==> config.mk <==
export PLATFORM = sky130hd
export DESIGN_NAME = mem_ext_loader
export DESIGN_NICKNAME = d
export VERILOG_FILES = /design/src/rtl/mem_ext_loader.sv
export SDC_FILE = /design/constraint.sdc
export NUM_CORES = 1
export LEC_CHECK = 0
export CORE_MARGIN = 5
export CORE_UTILIZATION = 44
export CTS_CLUSTER_DIAMETER = 100
export CTS_CLUSTER_SIZE = 16
export DETAILED_ROUTE_END_ITERATION = 12
export HOLD_SLACK_MARGIN = 0.1
export PLACE_DENSITY = 0.75
export SLEW_MARGIN = 0
export SYNTH_ARGS = -nofsm -noshare
export SYNTH_HDL_FRONTEND = slang
export SYNTH_SLANG_ARGS = --single-unit
==> constraint.sdc <==
create_clock -name clk -period 2.4 [get_ports clk]
set_input_delay 0.24 -clock clk [delete_from_list [all_inputs] [get_ports clk]]
set_output_delay 0.24 -clock clk [all_outputs]
set_load 0.03 [all_outputs]
### Signal wires on met4, run 1

Supply wires on this layer in gray. Cells faint in the background.
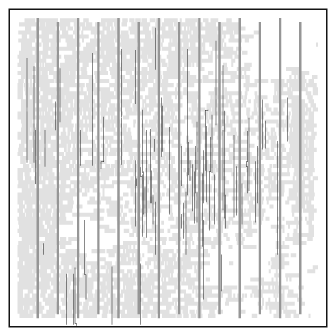
wire length on this layer	2760 µm
longest straight run	97.9 µm
nets with wire on the layer	62
Via Count: 16000
drt total wl: 63200 µm

### M2 wires, run 1

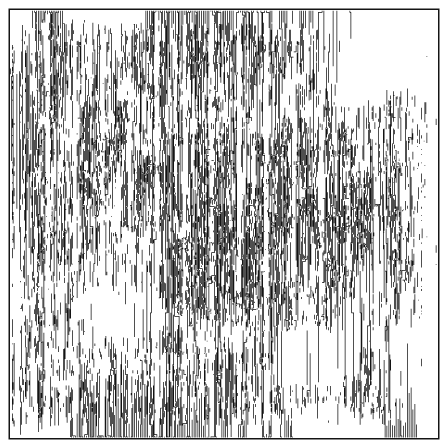
share of all routed wire	50%
main direction	vertical
nets with wire on the layer	2084
longest straight run	79.7 µm
met2 GRT Util: 47.6%

### The metal 1 layer, run 1

Supply wires on this layer in gray.
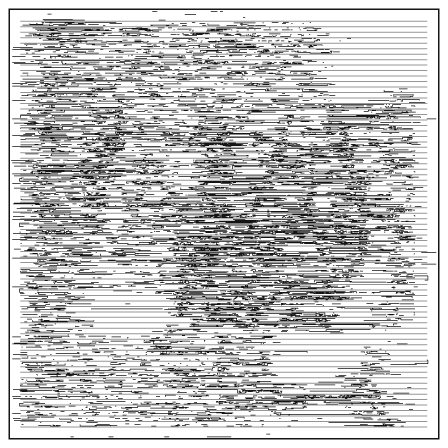
share of all routed wire	38%
wire length on this layer	23.9 mm
grt met1 use: 33.5%

### M3 wires, run 1

Scale bar: 50 µm. Cells faint in the background.
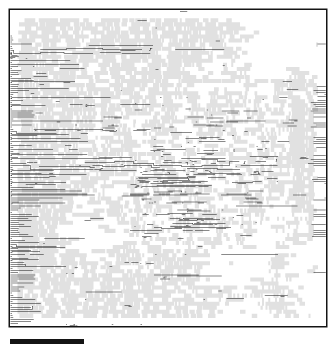
share of all routed wire	7.9%
main direction	horizontal
longest straight run	67.6 µm
nets with wire on the layer	349
met3 Usage GRT: 6.60%

==> flow_summary.toml, run 1 <==
# flow metrics
[pwr]
power.density_nw_per_um2 = 1190
peakVddDrop_uv = 987
seqPwrFrac_pct = 35.2
p_comb_mw = 14.4
powerSeq_mw = 10.3
fin_total_pwr_mw = 29.2
p_sw_mw = 12.4
combPwrFrac_pct = 49.3
power_leader = "combinational cells"
clkPwrFrac_pct = 15.5
sw_frac_of_total_pct = 42.3
p_leak_nw = 11.1

[floorplan]
rows = 74
core_area_um2 = 40600
dieArea_um2 = 45100
fp_util_pct = 44.3
die-height_um = 212
die_w_um = 212
tap_cells = 532

[critical_path]
critical-path-max-stage-delay_ns = 0.38
crit_buf_inv = 3
critPathKind = "register to register"
cp.depth = 9
required_ns = 2.88
critPathMaxFanout = 5
worst_ep_arrival_time_ns = 2.85
crit_path_cell_trace = "ha_1 > nand4_1 > buf_4 > nor4_4 > buf_4 > nand3_2 > a221oi_4 > buf_4 > a31oi_1"
ff2ff_path_depth = 9
worst_path_max_delay_cell = "a221oi_4"
worst_setup_path_start_kind = "register"
path_common_cell = "buf_4"

[synthesis]
synth-main-ff-cell = "dfrtp_1"
topCellsByArea = "dfrtp_1 56%, nand2_1 11%, mux2_2 10%, o21ai_0 2.6%, clkbuf_1 2.0%"
ys_warn_count = 0
ys_cells = 1814
yosysTopAreaCell = "dfrtp_1"
seq_area_frac_synth_pct = 55.9
async_reset_ff_share_pct = 100
synth_cells = 1814
synth_cell_types = 69
synth.top_cell.area_share_pct = 55.9
syn_area_per_cell_um2 = 9.93
ys_ff = 402
synth_area_um2 = 18000
yosys-stat-area_um2 = 18000

[cells_and_area]
seq_area_um2 = 10100
final_cell_mix = "519 x nand2_1, 398 x dfrtp_1, 388 x clkdlybuf4s50_1"
design_area_um2 = 24500
top_area_cell_class = "flip-flops and latches"
num-fill-cells = 3400
nNonClkInverters = 18
seq_area_share_pct = 41.0
flop-count = 402
layout-drive-gt1-share_pct = 18.2
logic_gates = 1278
final_nets = 2400
logic_area_um2 = 7590
buffer_area_share_pct = 22.0
sh_comb_area_pct = 30.9
final-clk-cell-share_pct = 3.10

[timing]
post-route-min-period_ns = 2.37
drv_slew = 0
setup_viol = 0
fmax_mhz = 422
slew_headroom_pct = 44.5
worst_slew_pin_slew_ns = 0.829
period_used_pct = 98.8

[clocking]
tritoncts = "yes"
clock_latency_ns = 0.61
clk_pin_slew_ns = 0.08
clock_path_buffers = 3
cts_made_buffers = 29
cts_sinks = 402
cts_max_level = 1
clockRootBuffer = "clkbuf_16"

[route]
wl_met3_um = 4990
met2_length_um = 31500
wl_met1_um = 23900
top_layer = "met4"
firstDrtPassIters = 5
drtIter0Drc = 1383
post_drt_wl_per_cell_um = 22.3
drc = 0
ant_nets = 0

[global_routing]
grt_pass1_wl_um = 97200
track_usage_pct = 27.5
grt_max_degree = 73
busiest_layer = "met2"
grt_antenna_before_repair = 0

[placed_design]
port_buffers = 390
placed_area_um2 = 23600
gp_congestion = 0.985
dp_hpwl_um = 47000

[run]
warnings = 29
maxCapViolations = 0

[status]
status = "finished, final reports clean"

[min_path]
worstHoldPathType = "input port to asynchronous set/reset pin"
[run 1: worst register-to-register path: stages, from the launching register on]
cell and delay, ns:
dfrtp_1 0.36, ha_1 0.24, nand4_1 0.22, buf_4 0.21, nor4_4 0.24, buf_4 0.20
nand3_2 0.14, a221oi_4 0.38, buf_4 0.18, a31oi_1 0.08
[run 1: cell usage after synthesis (all sizes together), types with 7 or more instances]
master	count
a21oi	70
a22oi	8
a31oi	27
and3	12
and4	15
buf	22
clkbuf	98
dfrtp	402
inv	18
mux2	164
mux2i	16
nand2	521
nand2b	7
nand3	39
nand4	42
nor2	67
nor2b	7
nor3	38
nor4	26
o21ai	94
o22ai	7
o31ai	24
or3	11
[run 1: metrics by stage]
| stage | setup TNS [ns] | util [%] | hold WS, ns | setup slack, ns | cells |
|---|---|---|---|---|---|
| after floorplan | 0 | - | -0.0556 | 0.0435 | 1818 |
| after global placement | -2.09 | 58.1 | 0.252 | -0.549 | 2793 |
| after detailed placement | -1.70 | 58.1 | 0.260 | -0.439 | 2793 |
| after CTS | -0.00922 | 60.1 | 0.215 | -0.00922 | 2825 |
| after global routing | -0.0571 | 60.4 | 0.246 | -0.0214 | 2828 |
| final | 0 | 60.4 | 0.204 | 0.0288 | 2829 |
[run 1: what timing repair did]
item	CTS	global route
pin swaps	1	4
endpoints found under the hold margin	89	0
gates resized	7	21
hold buffers	1	0
setup endpoints to repair	8	18
setup buffers	0	3
[run 1: kinds of logic after synthesis]
logic type	count (synthesis)	synth area share, %
AND-OR/OR-AND	285	9.69
adder cells (fa/ha/maj)	4	0.278
buffers and inverters	138	3.11
other	2	0.0417
AND/OR/NAND/NOR	802	19.8
XOR/XNOR	1	0.0486
multiplexers	180	11.1
flip-flops	402	55.9
==> run 2, diff against run 1 <==
--- a/config.mk
+++ b/config.mk
@@ -11,8 +11,7 @@
 export CTS_CLUSTER_SIZE = 16
 export DETAILED_ROUTE_END_ITERATION = 12
 export HOLD_SLACK_MARGIN = 0.1
-export PLACE_DENSITY = 0.75
-export SLEW_MARGIN = 0
+export PLACE_DENSITY = 0.78
 export SYNTH_ARGS = -nofsm -noshare
 export SYNTH_HDL_FRONTEND = slang
 export SYNTH_SLANG_ARGS = --single-unit
### The metal 1 layer, run 2

Supply wires on this layer in gray.
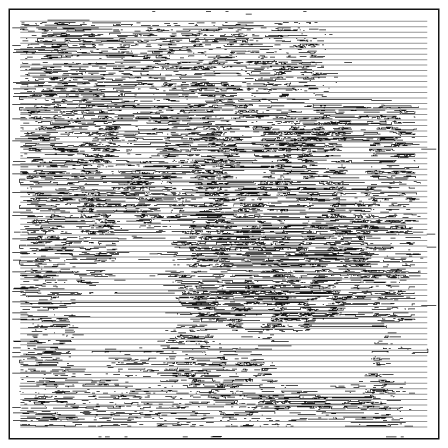
main direction	horizontal
nets with wire on the layer	2197
share of all routed wire	37%
drt total wl: 63500 µm
grt met1 use: 33.3%

### M2 wires, run 2

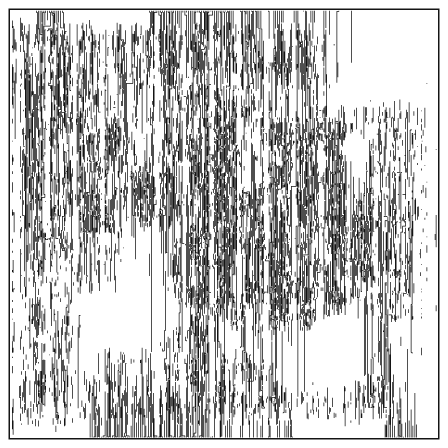
main direction	vertical
wire length on this layer	31.3 mm
Via Count: 16200
met2 GRT Util: 47.3%

### M3 wires, run 2

Scale bar: 50 µm. Cells faint in the background.
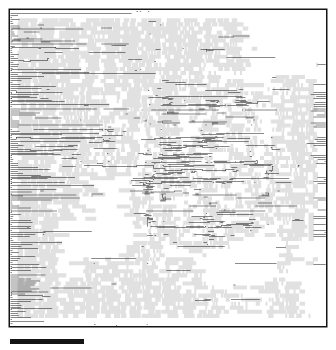
nets with wire on the layer	376
wire length on this layer	5730 µm
share of all routed wire	9.0%
met3 Usage GRT: 7.50%

==> flow_summary.toml, run 2 <==
# flow metrics
[status]
status = "finished, final reports clean"

[run]
warnings = 28
maxCapViolations = 0

[clocking]
tritoncts = "yes"
clockRootBuffer = "clkbuf_16"
clock_latency_ns = 0.60
cts.hold.buffers_added = 1
cts-resized-gates = 2
clk_pin_slew_ns = 0.08
cts_sinks = 402
cts_max_level = 1
cts_made_buffers = 29
clock_path_buffers = 3
cts_setup_buffers = 0

[synthesis]
ys_warn_count = 0
async_reset_ff_share_pct = 100
top_cells_by_count = "520 x nand2_1, 402 x dfrtp_1, 163 x mux2_2"
yosys-stat-area_um2 = 18000
ys_ff = 402
seq_area_frac_synth_pct = 55.9
synth_cell_types = 69
synth_cells = 1814
syn_area_per_cell_um2 = 9.93
yosysTopAreaCell = "dfrtp_1"
edf_count = 0
synth.top_cell.area_share_pct = 55.9
topCellsByArea = "dfrtp_1 56%, nand2_1 11%, mux2_2 10%, o21ai_0 2.6%, clkbuf_1 2.0%"
ys_cells = 1814
synth_area_um2 = 18000
synth-main-ff-cell = "dfrtp_1"
most_common_cell = "nand2_1"

[cells_and_area]
antennaDiodeCount = 0
final_layout_top_logic_cell = "nand2_1"
layout-drive-gt1-share_pct = 18.9
post-route-util_pct = 60.7
area_delta_synth_final_pct = 37.1
final_cell_mix = "519 x nand2_1, 398 x dfrtp_1, 387 x clkdlybuf4s50_1"
final_nets = 2422
finalNonFillerCells = 2850
design_area_um2 = 24700

[timing]
slew_headroom_pct = 49.8
finClkSkew_ns = 0.0188
drv_slew = 0
hold_viol = 0
setup_viol = 0
period_used_pct = 99.4
post-route-min-period_ns = 2.39
fmax_mhz = 419
rsz0062_at_grt = "yes"
worst_slew_pin_slew_ns = 0.753
hold_ws_ns = 0.253

[global_routing]
track_usage_pct = 27.6
grt_pass1_wl_um = 98200
grt_antenna_before_repair = 0
grt_overflow = 0
grt_pass1_vias = 16800
grt_max_degree = 73

[floorplan]
die_w_um = 212
fp_util_pct = 44.3
dieArea_um2 = 45100
core_area_um2 = 40600
die-height_um = 212
rows = 74
ios = 396

[route]
firstDrtPassIters = 6
drtIter0Drc = 1420
post_drt_wl_per_cell_um = 22.3
drc = 0
ant_nets = 0
routed_via_density = 5.70

[placed_design]
placed_area_um2 = 23800
placedCellCount = 2812
dp_hpwl_um = 47000
port_buffers = 390
gp_congestion = 1.02

[critical_path]
ff2ff_path_depth = 6
worst_ep_arrival_time_ns = 2.87
crit_path_cell_trace = "or3_4 > nor4_4 > nand4_1 > o21a_1 > or3_4 > mux2_1"
r2r_slack_ns = 0.01
end_kind = "register"
worst_setup_path_start_kind = "register"
worst_path_max_delay_cell = "dfrtp_2"
path_common_cell = "or3_4"
required_ns = 2.88
critical-path-max-stage-delay_ns = 0.44
critPathKind = "register to register"
critPathMaxFanout = 6

[pwr]
p_leak_nw = 11.2
peakVddDrop_uv = 1040
power.density_nw_per_um2 = 1190
fin_total_pwr_mw = 29.4

[min_path]
worstHoldPathType = "input port to register"
holdPathStages = 2
run 2: cell counts after synthesis:
No cell type changed its count.
run 2: worst max-delay path: cells and delay by family (launching register included):
family             cells  cell delay (ns)
DFF                    1             0.44
AOI/OAI and AO/OA      1             0.22
and+or+nand+nor        4             1.27
muxes                  1             0.33
run 2: layer usage:
layer	vias up	GRT usage, %	share of wire [%]
met5	-	0	0
met1	8018	33.3	37
met2	747	47.3	49
li1	7279	-	-
met4	0	10.9	5.0
met3	190	7.50	9.0
run 2: logic make-up (layout without fill, tap and decap cells):
| family | count (synthesis) | count (layout) | share of synthesized area [%] |
|---|---|---|---|
| AND/OR/NAND/NOR | 802 | 802 | 19.8 |
| flip-flops | 402 | 402 | 55.9 |
| AND-OR/OR-AND | 285 | 285 | 9.69 |
| multiplexers | 180 | 180 | 11.1 |
| buffers and inverters | 138 | 638 | 3.11 |
| adder cells (fa/ha/maj) | 4 | 4 | 0.278 |
| other | 2 | 6 | 0.0417 |
| XOR/XNOR | 1 | 1 | 0.0486 |
run 2: power by group:
part           switching (mW)  internal, mW
sequential               1.37          8.91
clock                    2.41          2.16
combinational            8.68          5.91
run 2: metrics by stage:
| step | setup TNS (ns) | setup WS, ns |
|---|---|---|
| after floorplan | 0 | 0.0435 |
| after global placement | 0 | 0.0193 |
| after detailed placement | 0 | 0.0160 |
| after CTS | 0 | 0.0109 |
| after global routing | -0.241 | -0.0671 |
| final | 0 | 0.0142 |
run 2: area by class of cell:
class                      instances  area (µm²)
timing repair buffer             589        5590
clock buffer                      29         726
clock inverter                     2        36.3
inverter                          18        68.8
multi-input combinational       1278        7540
tap                              532         666
sequential                       402       10100
fill                            3259       16000
No activity file was given, so power comes from the tool's default toggle rates.
